File: src/rtl/imem_loader.sv
// Byte-stream to instruction-memory loader: packs bytes little-endian into
// 32-bit words, writes them at sequential word addresses and holds the core meanwhile.
module imem_loader #(
  parameter int DEPTH_WORDS = 1024,
  parameter int CNT_W       = 11
) (
  input  logic             clk,
  input  logic             rst,
  input  logic             start,
  input  logic [CNT_W-1:0] num_words,
  input  logic             abort,
  input  logic             in_valid,
  input  logic [7:0]       in_data,
  output logic             in_ready,
  output logic             mem_we,
  output logic [31:0]      mem_addr,
  output logic [31:0]      mem_wdata,
  output logic             busy,
  output logic             cpu_hold,
  output logic             done,
  output logic             err
);

  // Byte handshake: a byte moves exactly when in_valid && in_ready at a rising
  // edge; in_valid may rise or fall at any time and in_ready never waits on it.

  typedef enum logic [1:0] {
    IDLE  = 2'd0,
    LOAD  = 2'd1,
    FLUSH = 2'd2
  } state_t;

  localparam logic [CNT_W-1:0] DEPTH = CNT_W'(DEPTH_WORDS);

  state_t           state, state_n;
  logic [CNT_W-1:0] count, count_n;
  logic [CNT_W-1:0] word_idx, word_idx_n;
  logic [1:0]       byte_idx, byte_idx_n;
  logic [23:0]      shift, shift_n;
  logic             in_ready_n;
  logic             mem_we_n;
  logic [31:0]      mem_addr_n;
  logic [31:0]      mem_wdata_n;
  logic             busy_n;
  logic             done_n;
  logic             err_n;
  logic             take;
  logic             start_ok;
  logic             last_word;

  // abort wins over a byte offered in the same cycle
  assign take      = in_valid && in_ready && !abort;
  assign start_ok  = (num_words != '0) && (num_words <= DEPTH);
  assign last_word = (word_idx == count - CNT_W'(1));

  always_comb begin
    state_n     = state;
    count_n     = count;
    word_idx_n  = word_idx;
    byte_idx_n  = byte_idx;
    shift_n     = shift;
    in_ready_n  = in_ready;
    mem_we_n    = 1'b0;
    mem_addr_n  = mem_addr;
    mem_wdata_n = mem_wdata;
    done_n      = 1'b0;
    err_n       = 1'b0;

    case (state)
      IDLE: begin
        in_ready_n = 1'b0;
        if (start) begin
          if (start_ok) begin
            state_n    = LOAD;
            count_n    = num_words;
            word_idx_n = '0;
            byte_idx_n = 2'd0;
            shift_n    = '0;
            in_ready_n = 1'b1;
          end else begin
            err_n = 1'b1;
          end
        end
      end

      LOAD: begin
        if (abort) begin
          state_n    = IDLE;
          in_ready_n = 1'b0;
          err_n      = 1'b1;
          byte_idx_n = 2'd0;
          shift_n    = '0;
        end else if (take) begin
          byte_idx_n = byte_idx + 2'd1;
          case (byte_idx)
            2'd0: shift_n[7:0]   = in_data;
            2'd1: shift_n[15:8]  = in_data;
            2'd2: shift_n[23:16] = in_data;
            default: begin
              // the fourth byte goes straight into the write word, so the
              // shift register is free for the next word in the write cycle
              mem_we_n    = 1'b1;
              mem_wdata_n = {in_data, shift};
              mem_addr_n  = 32'(word_idx) << 2;
              word_idx_n  = word_idx + CNT_W'(1);
              shift_n     = '0;
              if (last_word) begin
                state_n    = FLUSH;
                in_ready_n = 1'b0;
              end
            end
          endcase
        end
      end

      FLUSH: begin
        state_n    = IDLE;
        in_ready_n = 1'b0;
        done_n     = 1'b1;
      end

      default: begin
        state_n    = IDLE;
        in_ready_n = 1'b0;
      end
    endcase

    busy_n = (state_n != IDLE);
  end

  always_ff @(posedge clk) begin
    if (rst) begin
      state     <= IDLE;
      count     <= '0;
      word_idx  <= '0;
      byte_idx  <= 2'd0;
      shift     <= '0;
      in_ready  <= 1'b0;
      mem_we    <= 1'b0;
      mem_addr  <= '0;
      mem_wdata <= '0;
      busy      <= 1'b0;
      done      <= 1'b0;
      err       <= 1'b0;
    end else begin
      state     <= state_n;
      count     <= count_n;
      word_idx  <= word_idx_n;
      byte_idx  <= byte_idx_n;
      shift     <= shift_n;
      in_ready  <= in_ready_n;
      mem_we    <= mem_we_n;
      mem_addr  <= mem_addr_n;
      mem_wdata <= mem_wdata_n;
      busy      <= busy_n;
      done      <= done_n;
      err       <= err_n;
    end
  end

  assign cpu_hold = busy;

endmodule

File: config.mk
export PLATFORM = sky130hd
export DESIGN_NAME = imem_loader
export DESIGN_NICKNAME = d
export VERILOG_FILES = /design/src/rtl/imem_loader.sv
export SDC_FILE = /design/constraint.sdc
export NUM_CORES = 1
export LEC_CHECK = 0
export CAP_MARGIN = 20
export CELL_PAD_IN_SITES_DETAIL_PLACEMENT = 1
export CELL_PAD_IN_SITES_GLOBAL_PLACEMENT = 1
export CORE_ASPECT_RATIO = 1.4
export CORE_MARGIN = 3
export CORE_UTILIZATION = 40
export CTS_CLUSTER_SIZE = 25
export DETAILED_ROUTE_END_ITERATION = 10
export PLACE_DENSITY = 0.93
export SLEW_MARGIN = 20
export SYNTH_ARGS = -nofsm -noshare
export SYNTH_HDL_FRONTEND = slang
export SYNTH_SLANG_ARGS = --single-unit
File: constraint.sdc
create_clock -name clk -period 6.5 [get_ports clk]
set_input_delay 1.625 -clock clk [delete_from_list [all_inputs] [get_ports clk]]
set_output_delay 1.625 -clock clk [all_outputs]
set_load 0.03 [all_outputs]
### Wire density map

Drawn at 3 px/micron. 19 x 26 tiles, from dark purple (low) to yellow (high), scaled to the fullest tile. Values are wire area over tile area, all layers added.
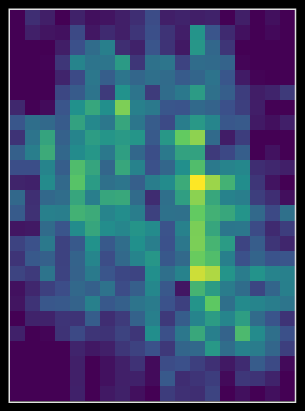
nearly empty tiles: 14%
mean over tiles: 0.16
densest ninth of the die: middle
tiles over half the peak: 14%
emptiest ninth of the die: bottom left
fullest tile: 0.58
Total Routing Usage GR: 21.3%
vias post-DR: 3893
DRT Wirelength: 12600 microns
routed length per placed instance: 17.1 microns

### Placement view

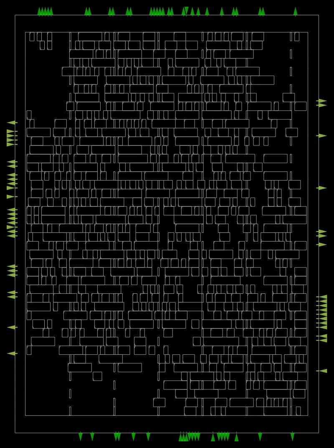
post-route insts no fill: 739
FP Rows: 44
placeable core region: 10600 sq um
layout filler cell count: 1306
Final Core Density: 51.5%

==> flow_summary.rst <==
Physical design figures
=======================

.. list-table::
   :header-rows: 1

   * - Metric
     - Value
   * - Status
     - finished, final reports clean
   * - H-Tree Depth
     - 3
   * - Post-synthesis instance total
     - 538
   * - Worst-case register-to-register setup slack
     - 3.83 ns
   * - Placement-stage worst setup slack
     - about 1.9 ns
   * - Via count of the first global-routing pass
     - approximately 4200
   * - Combinational power
     - ~0.12 mW
   * - Share of post-route cells with drive strength above 1
     - around 5.5%
   * - Part of the cycle the worst path needs
     - around two thirds
   * - Cell family with the largest share of critical-path delay
     - AND-OR/OR-AND gates
   * - Cell Chain, Critical Path
     - clkdlybuf4s50_1 -> nor4_2 -> a31oi_1 -> nor3_4 -> buf_4 -> nor2_2 -> a21oi_1 -> mux2i_1
   * - Cell total after placement
     - a little over 700
   * - Top_reg_cell synth
     - dfxtp_1
   * - IO Port Bufs
     - between 70 and 80
   * - N_diodes
     - 0
   * - Design area
     - roughly 5400 sq um
   * - Type of element launching the critical path
     - primary input
   * - Initial detailed-routing violation count
     - 103
   * - Leading cell types in the layout, fill and taps excluded
     - nand2_1 (125), dfxtp_1 (98), clkdlybuf4s50_1 (71)
   * - Kind of critical path
     - in2reg
   * - Crit Reg-Reg Startpoint
     - state[0]
   * - Count of plain and timing-repair buffers in the layout
     - approximately 76
   * - Average cell area after synthesis
     - 8.23 sq um
   * - Slew @ Worst Pin
     - between 1 and 1.5 ns
   * - Slowest library cell on the worst path
     - a21oi_1
   * - Xor-xnor portion of the synthesized cell area
     - 3.76%
   * - Average vias per placed instance
     - 5.27
   * - Root buf cell
     - clkbuf_16
   * - Antenna violations before repair
     - 0
   * - # hold bufs at CTS
     - 0
   * - Die Height
     - roughly 130 microns
   * - Largest cells by area after synthesis
     - dfxtp_1 (44%), nand2_1 (11%), a21oi_1 (6.3%)
   * - Final weighted congestion in routability-driven placement
     - between 0.8 and 0.9
   * - Largest Register
     - mem_wdata
   * - Top logic cell by instance count in the layout
     - nand2_1
   * - Synth Seq Share
     - 44.3%
   * - Switching power
     - between 0.3 and 0.4 mW
   * - Final worst-path setup slack
     - around 2.2 ns
   * - Number of slew-limit violations in the final report
     - 0
   * - Top power group
     - sequential cells
   * - Number of placed I/O pins
     - roughly 94
   * - Element type at the critical path end
     - register
   * - Maximum count of clock buffers along a single path
     - 2
   * - Power Sequential
     - roughly 0.61 mW
   * - Clock Network Area Fraction
     - ~5.4%
   * - Count of buffers added by post-CTS timing repair for setup
     - 0
   * - Largest registers
     - mem_wdata: 32 flops, shift: 24 flops
   * - Achievable frequency
     - around 230 MHz
   * - Number of remaining DRC errors
     - 0
   * - Count of cell instances traversed by the critical path
     - 8
   * - Largest fanout on the critical path
     - 19
   * - Chip area
     - around 12000 sq um
   * - TNS Setup
     - 0 ns
   * - Worst endpoint data arrival time
     - around 4.5 ns
   * - Part of the total power dissipated in sequential elements
     - 48.2%
   * - Longest individual stage delay on the worst path
     - a little under 0.9 ns
   * - Fraction of power consumed by the clock network
     - 42.3%
   * - Leading area contributor after synthesis
     - dfxtp_1
   * - Sw Share
     - between 20 and 30%
   * - Final Setup Violations
     - 0
   * - Cell Area, Placed
     - 5150 sq um
   * - Final period demand of the worst path
     - about 4.3 ns
   * - Main logic family
     - simple AND/OR/NAND/NOR gates
   * - Final count of hold timing violations
     - 0
   * - Number of warning messages in the logs
     - 29
   * - Synth-to-Final Area Change
     - 22.9%
   * - Number of instances on the worst hold path
     - 2
   * - Unrepaired setup endpoints after global routing
     - no
   * - Post-route worst hold slack
     - around 0.46 ns
   * - First-pass GRT wire length
     - roughly 21000 microns
   * - Async set-or-reset flop fraction in the synthesized netlist
     - 0%
   * - Clk_buf instances
     - 11
   * - Clock group
     - 0.538 mW
   * - Standby leakage power
     - approximately 1.9 nW
   * - Critical Path Start
     - num_words[1]
   * - Number of resized instances in the post-cts repair step
     - 0
   * - Number of nets with antenna violations after routing
     - 0
   * - Hold Crit Endpoint
     - mem_addr[9]
   * - Sinks on Clock Net
     - 98
   * - Number of nets in the layout
     - ~630
   * - Number of synthesized flops with an enable pin
     - 0
   * - Fp util
     - 41.9%
   * - Worst hold start
     - mem_addr[9]
   * - Number of maximum-capacitance constraint violations
     - 0
   * - Post-synthesis chip area from yosys
     - about 4400 sq um
   * - Pwr Total
     - 1.27 mW
   * - Timing endpoint of the critical path
     - shift[0]
   * - Multi-input combinational gate total
     - roughly 400
   * - Flop count
     - 98
   * - Number of synthesis warnings
     - 0
   * - Number of well taps
     - between 100 and 150
   * - Overall overflow remaining after global route
     - 0
   * - Die Width
     - 94.9 microns
   * - Logic gate fraction of the total cell area
     - slightly above 40%
   * - Nonclk inv count
     - 9
cells in the mapped netlist, drive strengths merged (2+ instances only):
master and n:
mux2i 23, o211ai 2, xor2 9, and4 2, a211oi 2, nor4b 3, nand2 125, clkbuf 23
nor3b 5, or2 4, o21ai 14, nand3b 9, nor3 8, or3 4, a21oi 56, a311oi 2
and2 3, dfxtp 98, ha 6, buf 26, nand4 6, and3 4, nand2b 22, a31oi 3
nor2 43, inv 9, xnor2 10, nor4 4
routing by layer:
layer	vias up	wire length, microns	global-route usage, %
li1	1873	-	-
met1	1912	4800	22.1
met2	80	7050	41.3
met3	28	362	2.81
met4	0	391	10.2
met5	-	0	0
Power is estimated from default activity; no workload was simulated.
